$ cat src/rtl/bomb_slot_ctrl.sv
// bomb_slot_ctrl: per-player bomb manager with debounced placement and three fuse/blast slots
module bomb_slot_ctrl #(
  parameter int FUSE_CYCLES     = 100_000_000,
  parameter int BLAST_CYCLES    = 25_000_000,
  parameter int DEBOUNCE_CYCLES = 500_000,
  parameter int GRID_W          = 39,
  parameter int GRID_H          = 29
) (
  input  logic        clk,
  input  logic        reset,
  input  logic        bomb_btn,
  input  logic [9:0]  px_cell,
  input  logic [9:0]  py_cell,
  input  logic [2:0]  chain_hit,
  output logic [17:0] bomb_x,
  output logic [17:0] bomb_y,
  output logic [2:0]  blast,
  output logic        place_ack,
  output logic [1:0]  slots_free
);
  localparam int CW = $clog2(FUSE_CYCLES > BLAST_CYCLES ? FUSE_CYCLES : BLAST_CYCLES);
  localparam int DW = $clog2(DEBOUNCE_CYCLES);
  typedef enum logic [1:0] {S_IDLE, S_FUSE, S_BLAST} state_t;
  logic          r_s1, r_s2, r_stable;
  logic [DW-1:0] r_dcnt;
  logic          w_deb_done, w_press, w_dup, w_ok;
  logic [2:0]    w_idle;
  logic [1:0]    w_sel, w_free_n;
  state_t        r_st [3];
  state_t        w_st_n [3];
  logic [CW-1:0] r_cnt [3];
  logic [CW-1:0] w_cnt_n [3];
  logic [5:0]    r_x [3];
  logic [5:0]    r_y [3];
  logic [5:0]    w_x_n [3];
  logic [5:0]    w_y_n [3];
  logic          r_ack;
  logic [1:0]    r_free;
  assign w_deb_done = (r_s2 != r_stable) && (r_dcnt == DW'(DEBOUNCE_CYCLES - 1));
  assign w_press    = w_deb_done && r_s2;
  // Reset treats the button as already pressed so a held button must be released first.
  always_ff @(posedge clk) begin
    if (reset) begin
      r_s1     <= 1'b1;
      r_s2     <= 1'b1;
      r_stable <= 1'b1;
      r_dcnt   <= '0;
    end else begin
      r_s1   <= bomb_btn;
      r_s2   <= r_s1;
      r_dcnt <= (r_s2 == r_stable || w_deb_done) ? '0 : r_dcnt + 1'b1;
      if (w_deb_done) r_stable <= r_s2;
    end
  end
  always_comb begin
    w_dup  = 1'b0;
    w_idle = '0;
    for (int i = 0; i < 3; i++) begin
      w_idle[i] = r_st[i] == S_IDLE;
      w_dup     = w_dup | (r_st[i] == S_FUSE && r_x[i] == px_cell[5:0] && r_y[i] == py_cell[5:0]);
    end
  end
  assign w_sel = w_idle[0] ? 2'd0 : w_idle[1] ? 2'd1 : 2'd2;
  assign w_ok  = w_press && |w_idle && px_cell < 10'(GRID_W) && py_cell < 10'(GRID_H) && !w_dup;
  always_comb begin
    for (int i = 0; i < 3; i++) begin
      w_st_n[i]  = r_st[i];
      w_cnt_n[i] = '0;
      w_x_n[i]   = r_x[i];
      w_y_n[i]   = r_y[i];
      if (r_st[i] == S_FUSE) begin
        if (r_cnt[i] == CW'(FUSE_CYCLES - 1) || chain_hit[i]) w_st_n[i] = S_BLAST;
        else w_cnt_n[i] = r_cnt[i] + 1'b1;
      end else if (r_st[i] == S_BLAST) begin
        if (r_cnt[i] == CW'(BLAST_CYCLES - 1)) begin
          w_st_n[i] = S_IDLE;
          w_x_n[i]  = 6'h3F;
          w_y_n[i]  = 6'h3F;
        end else w_cnt_n[i] = r_cnt[i] + 1'b1;
      end else if (w_ok && w_sel == 2'(i)) begin
        w_st_n[i] = S_FUSE;
        w_x_n[i]  = px_cell[5:0];
        w_y_n[i]  = py_cell[5:0];
      end
    end
  end
  assign w_free_n = {1'b0, w_st_n[0] == S_IDLE} + {1'b0, w_st_n[1] == S_IDLE} + {1'b0, w_st_n[2] == S_IDLE};
  always_ff @(posedge clk) begin
    if (reset) begin
      for (int i = 0; i < 3; i++) begin
        r_st[i]  <= S_IDLE;
        r_cnt[i] <= '0;
        r_x[i]   <= 6'h3F;
        r_y[i]   <= 6'h3F;
      end
      r_ack  <= 1'b0;
      r_free <= 2'd3;
    end else begin
      for (int i = 0; i < 3; i++) begin
        r_st[i]  <= w_st_n[i];
        r_cnt[i] <= w_cnt_n[i];
        r_x[i]   <= w_x_n[i];
        r_y[i]   <= w_y_n[i];
      end
      r_ack  <= w_ok;
      r_free <= w_free_n;
    end
  end
  assign bomb_x     = {r_x[0], r_x[1], r_x[2]};
  assign bomb_y     = {r_y[0], r_y[1], r_y[2]};
  assign blast      = {r_st[2] == S_BLAST, r_st[1] == S_BLAST, r_st[0] == S_BLAST};
  assign place_ack  = r_ack;
  assign slots_free = r_free;
endmodule

$ cat config.mk
export PLATFORM = sky130hd
export DESIGN_NAME = bomb_slot_ctrl
export DESIGN_NICKNAME = d
export VERILOG_FILES = /design/src/rtl/bomb_slot_ctrl.sv
export SDC_FILE = /design/constraint.sdc
export NUM_CORES = 1
export LEC_CHECK = 0
export ABC_CLOCK_PERIOD_IN_PS = 3200
export CAP_MARGIN = 15
export CELL_PAD_IN_SITES_DETAIL_PLACEMENT = 1
export CELL_PAD_IN_SITES_GLOBAL_PLACEMENT = 1
export CORE_MARGIN = 5
export CORE_UTILIZATION = 39
export CTS_CLUSTER_SIZE = 25
export DETAILED_ROUTE_END_ITERATION = 8
export PLACE_DENSITY_LB_ADDON = 0.1
export SETUP_SLACK_MARGIN = 0.2
export SLEW_MARGIN = 10
export SYNTH_ARGS = -nofsm -noshare
export SYNTH_HDL_FRONTEND = slang
export SYNTH_SLANG_ARGS = --single-unit
$ cat constraint.sdc
create_clock -name clk -period 3.2 [get_ports clk]
set_clock_uncertainty 0.05 [all_clocks]
set_input_delay 0.32 -clock clk [delete_from_list [all_inputs] [get_ports clk]]
set_output_delay 0.32 -clock clk [all_outputs]
set_load 0.03 [all_outputs]
### The clock network, run 1

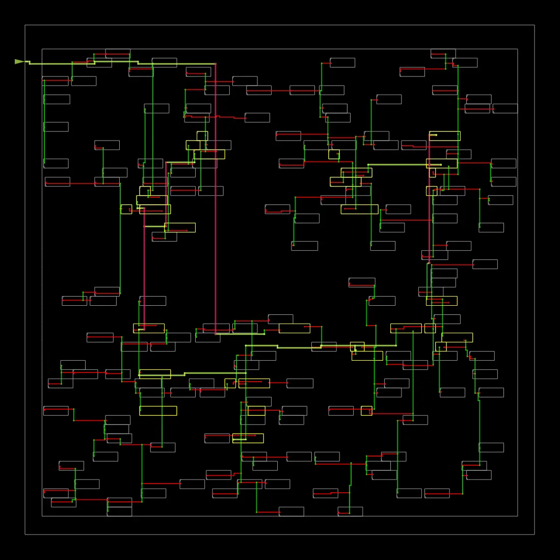
TritonCTS buffer count: 17
CTS sink cnt: 148
CLK BUF: 18

### Cell density map, run 1

Scale: 2 px per um. 15 x 15 tiles, from white (low) to dark blue (high), 0 to 100% covered.
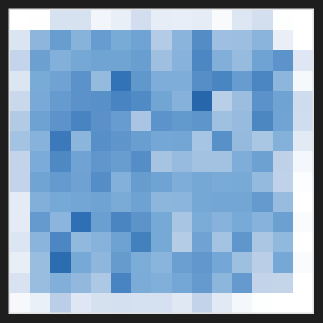
tiles over 75% full: 0.90%
fullest tile: 78%
nearly empty tiles: 5.3%
mean over tiles: 41%
emptiest ninth of the die: lower right

==> impl_metrics.tcl, run 1 <==
# implementation run metrics
set metrics [dict create \
    status "finished clean" \
    dp_cells 1293 \
    use_met2_pct 33.72 \
    clockPowerShare_pct 50.9 \
    power_frac_comb_pct 4.0 \
    setup_viol 0 \
    post-route-util_pct 49.29 \
    fin_nets 1078 \
    grtUsageTotal_pct 20.53 \
    timing.final.ws_setup_ns 0.2743 \
    ff_type "dfxtp_1" \
    placed_area_um2 8986 \
    final-comb-area_um2 4483 \
    yosysWarnings 0 \
    grtUsageMet1_pct 27.71 \
    vdd_drop_max_mv 0.3358 \
    leakagePower_uw 0.003328 \
    hold_violations 0 \
    grt_overflow 0 \
    slew_headroom_pct 40.54 \
    max_freq_ghz 0.3418 \
    fp.dieArea_um2 22890 \
    avgSynthCellArea_um2 8.143 \
    dr.pass1.iters 4 \
    fp.dieH_um 151.3 \
    grt_pass1_vias 7199 \
    synth-edff-count 0 \
    drive_gt1_share_pct 13.30 \
    clk_latency_ns 0.43 \
    holdWs_ns 0.3803 \
    crit_path_end_kind "register" \
    fin_area_um2 9657 \
    hpwl_mm 16.45 \
    layout_top_cells "nor2_1, dfxtp_1, clkdlybuf4s50_1" \
    routed_via_density 5.265 \
    slew_viol_final 0 \
    cts_hold_buf 0 \
    routabilityCongestion 0.8063 \
    synth_cell_type_count 60 \
    synth_top_area_share_pct 38.06 \
    nFillCells 2407 \
    cts_tree "yes" \
    openroad.warnings 26 \
    p_sw_share_pct 23.60 \
    syn_to_final_growth_pct 24.04 \
    grt_util_met3_pct 3.800 \
    reg2reg_to "slots_free[0]" \
    pin_count 68 \
    common_cells "nor2_1, dfxtp_1, xnor2_1" \
    wl_met2_mm 10.69 \
    critPathMaxFanout 5 \
    rsz0062_at_grt "false" \
    tns_ns 0 \
    cts_root_buffer "clkbuf_16" \
    yosys-top-cells-area "dfxtp_1, nor2_1, xnor2_1" \
    cp-start-kind "input port" \
    top_cell "nor2_1" \
    powerDensity_nw_per_um2 422.9 \
    drc_errors 0 \
    flop_area_um2 2982 \
    synthCells 956 \
    cp_common_cell "nor4_4" \
    port_buffers 67 \
    ys_area_um2 7785 \
    cp-endpoint "slots_free[0]" \
    crit_slowest_cell "or4_4" \
    fin_crit_sh_pct 91.43 \
    worst_pin_slew_ns 0.8918 \
    worstSetupPathType "in -> reg" \
    hold_class "reg -> reg" \
    drt-met1-wl_mm 10.97 \
    drtIter0Drc 412 \
    layout_top_cell "nor2_1" \
    fin_cells 1325 \
    reg2reg_setup_slack_ns 0.29 \
    synth-async-reset-ratio_pct 0 \
    p_total_uw 4083 \
    grt.busiest_layer "met2" \
    placementRows 51 \
    switching_power_uw 963.5 \
    p_seq_share_pct 45.2 \
]
### M4 wires, run 1

Scale: 4 px per um. Supply wires on this layer in gray.
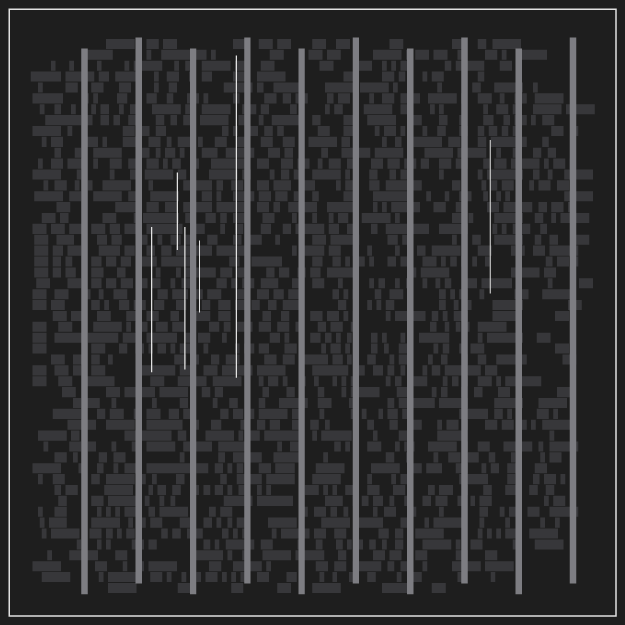
main direction: vertical
nets with wire on the layer: 4
via count: 6976
DRT Wirelength: 22.85 mm

[run 1: cells by family (layout without fill, tap and decap cells)]
family	Yosys count	count (layout)	share of synthesized area, %
compound gates	100	100	8.631
fa+ha+maj	5	5	0.9001
xor+xnor	129	129	14.51
mux	11	11	1.414
buf+inv	92	196	5.288
flops	148	148	38.06
simple gates	471	471	31.20
[run 1: worst min path at each step]
stage	from	to	slack, ns	depth (start not counted)
finish	r_s1	r_s2	0.38	1
floorplan	r_s1	r_s2	0.34	1
CTS	reset	r_st[0][1]	0.37	2
global placement	r_s1	r_s2	0.35	1
detailed placement	r_s1	r_s2	0.36	1
global route	r_s1	r_s2	0.40	1
[run 1: power groups by stage]
stage	Clock (uW)	Combinational (uW)	Sequential (uW)
6_report	2080	163	1840
4_1_cts	2140	162	1840
5_1_grt	2220	176	1840
3_5_place_dp	0	160	1890
2_1_floorplan	0	79.7	1890
3_3_place_gp	0	158	1890
[run 1: worst max-delay path, delay by kind of cell]
family	cells	cell delay (ns)
fa+ha+maj	1	0.47
compound gates	1	0.21
simple gates	5	1.41
buf+inv	1	0.55
xor+xnor	1	0.22
[run 1: area by class of cell]
| type | count | area share (%) |
|---|---|---|
| clock buffers | 18 | 4.548 |
| clock inverters | 14 | 1.723 |
| inverters | 37 | 1.438 |
| multi-input cells | 716 | 46.42 |
| flip-flops and latches | 148 | 30.88 |
| well taps | 265 | 3.434 |
| repair buffers | 127 | 11.56 |
[run 1: state kept, by name, summed over array words and instances (netlist names), 2 cells and up]
register / count
r_cnt: 81
r_x: 18
r_y: 18
r_st: 6
slots_free: 2
r_dcnt: 19
[run 1: timing repair]
item                                    4_1_cts  5_1_grt
cloned                                        0        0
gates resized                                 5        9
endpoints found under the setup margin        2        2
pin swaps                                     0        1
==> inputs of run 2 (changes only) <==
--- a/config.mk
+++ b/config.mk
@@ -5,14 +5,16 @@
 export SDC_FILE = /design/constraint.sdc
 export NUM_CORES = 1
 export LEC_CHECK = 0
+export ABC_AREA = 1
 export ABC_CLOCK_PERIOD_IN_PS = 3200
-export CAP_MARGIN = 15
+export CAP_MARGIN = 30
 export CELL_PAD_IN_SITES_DETAIL_PLACEMENT = 1
 export CELL_PAD_IN_SITES_GLOBAL_PLACEMENT = 1
 export CORE_MARGIN = 5
-export CORE_UTILIZATION = 39
+export CORE_UTILIZATION = 38
 export CTS_CLUSTER_SIZE = 25
 export DETAILED_ROUTE_END_ITERATION = 8
+export GPL_ROUTABILITY_DRIVEN = 0
 export PLACE_DENSITY_LB_ADDON = 0.1
 export SETUP_SLACK_MARGIN = 0.2
 export SLEW_MARGIN = 10
### The clock network, run 2

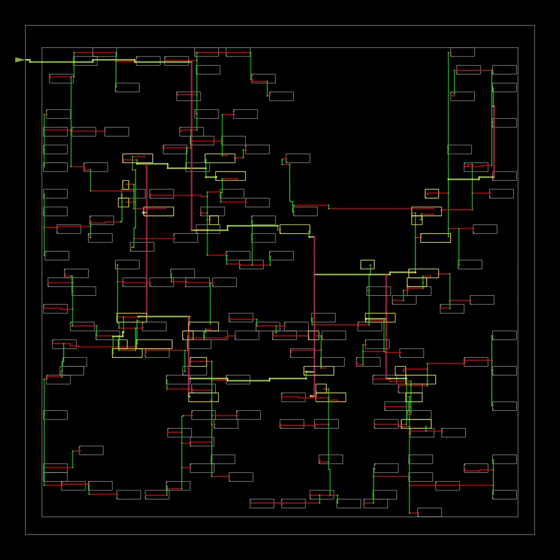
CLK BUF: 19
Clock Power: 2040 uW
Flops: 148

### Sequential cells grouped by signal name, run 2

Scale: 3 px per um. Other sequential cells in the stronger gray, the rest of the logic in the fainter gray.
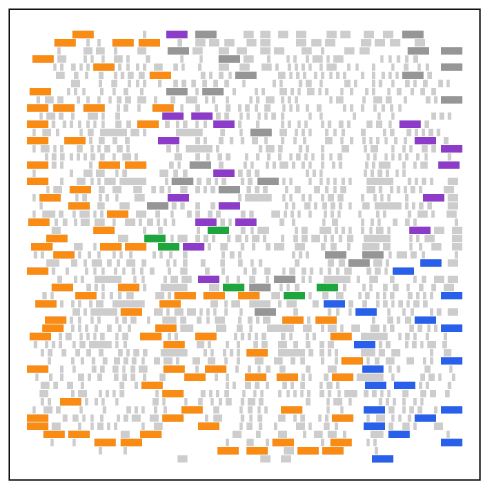
legend:
  r_x:
    color: purple
    sequential_cells: 18
  r_st:
    color: green
    sequential_cells: 6
    where: center
  r_dcnt:
    color: blue
    sequential_cells: 19
    where: lower right
  r_cnt:
    color: orange
    sequential_cells: 81

==> run 2 against run 1 <==
Against the previous run: die size rose by 6.9%; critical endpoint unchanged; register-to-register slack improved by 0.17 ns; first-iteration DRC count fell by 0.24%; core utilization fell by 3.0 points; combinational power fell by 4%; critical path depth rose by 3; wire length rose by 14%; highest routed layer unchanged.
==> impl_metrics.tcl, run 2 <==
# implementation run metrics
set metrics [dict create \
    cts_tree "yes" \
    grt_util_met3_pct 3.650 \
    pin_count 68 \
    whs_endpoint "r_s2" \
    setup_viol 0 \
    reg2reg_to "slots_free[0]" \
    synth_adder_area_share_pct 0.8601 \
    worstSetupPathType "reg -> reg" \
    aoi_share_pct 3.317 \
    cts_root_buffer "clkbuf_16" \
    post_cts_resized 0 \
    slew_viol_final 0 \
    avgSynthCellArea_um2 6.522 \
    slew_headroom_pct 57.85 \
    cts_hold_buf 0 \
    cp-start-kind "register" \
    synth_top_area_share_pct 36.37 \
    powerDensity_nw_per_um2 414.6 \
    yosys-top-cells-area "dfxtp_1, nand2_1, nor2_1" \
    synthCells 1249 \
    worstHoldStart "r_s1" \
    fin_crit_sh_pct 85.76 \
    logic_family "simple AND/OR/NAND/NOR gates" \
    worst_pin_slew_ns 0.6322 \
    openroad.warnings 26 \
    ys_sh_xor_pct 6.666 \
    drtIter0Drc 411 \
    grt_overflow 0 \
    status "finished clean" \
    top_cell "nand2_1" \
    crit_path_end_kind "register" \
    syn_to_final_growth_pct 19.71 \
    largest_reg_flops 81 \
    rsz0062_at_grt "false" \
    regMostFlops "r_cnt" \
    layout_top_cells "nand2_1, nor2_1, inv_1" \
    numCtsBuffers 17 \
    synth.mux.area_fraction_pct 0 \
    vdd_drop_max_mv 0.2649 \
    ff_type "dfxtp_1" \
    synth_cell_type_count 41 \
    post-route-util_pct 46.24 \
    grtUsageMet1_pct 28.32 \
    placementRows 53 \
    reg2reg_setup_slack_ns 0.46 \
    hold_violations 0 \
    grtUsageTotal_pct 21.54 \
    wirelength_mm 26.00 \
    yosysWarnings 0 \
    placed_area_um2 9155 \
    hold_depth 1 \
    clk_latency_ns 0.43 \
    synth-edff-count 0 \
    ys_area_um2 8147 \
    fp.dieH_um 156.4 \
    tns_ns 0 \
    cts_sinks 148 \
    wl_met2_mm 12.26 \
    fp.dieArea_um2 24470 \
    critPathMaxFanout 6 \
    fin_nets 1359 \
    crit_slowest_cell "fa_1" \
    simple_gate_share_pct 43.96 \
]
-- run 2: netlist changes by cell type after synthesis, sizes merged, moves of 12 or more --
cell / change
a31oi: -12
clkbuf: -23
inv: +117
nand2: +262
nand3: +110
nand4: +13
nor2: +22
nor2b: -17
nor3: +28
or3: -18
xnor2: -45
xor2: -22
-- run 2: layout make-up --
type | instances | area (um^2) | area share [%]
clock inverter | 13 | 141.4 | 1.450
timing repair buffer | 85 | 805.8 | 8.263
inverter | 154 | 578.1 | 5.928
sequential | 148 | 2963 | 30.38
clock buffer | 19 | 452.9 | 4.645
tap | 275 | 344.1 | 3.528
multi-input combinational | 922 | 4464 | 45.78
antenna | 1 | 2.502 | 0.02566
-- run 2: through the flow --
stage          instances  total power, uW  hold WS [ns]
2_1_floorplan       1249             1958        0.3395
3_3_place_gp        1584             2040        0.3441
3_5_place_dp        1584             2040        0.3496
4_1_cts             1616             4098        0.3718
5_1_grt             1617             4185        0.3913
6_report            1617             4043        0.3686
-- run 2: critical path: cells and delay by family, from the launching register on --
| kind | cells | cell delay (ns) |
|---|---|---|
| and+or+nand+nor | 9 | 1.41 |
| adders and majority gates | 2 | 0.76 |
| DFF | 1 | 0.36 |
| AOI/OAI and AO/OA | 1 | 0.06 |
-- run 2: how the worst max path moves through the flow --
stage | end | slack (ns) | cells past startpoint
finish | slots_free[0] | 0.46 | 12
global route | slots_free[0] | 0.24 | 12
detailed placement | slots_free[0] | 0.11 | 15
floorplan | slots_free[0] | 0.67 | 13
CTS | slots_free[0] | 0.41 | 12
global placement | slots_free[0] | 0.19 | 15
-- run 2: where the power goes --
part	internal (uW)	switching [uW]
registers	1840	0.869
logic	61.9	94.4
clock network	1140	901
total	3050	997
Power is estimated from default activity; no workload was simulated.
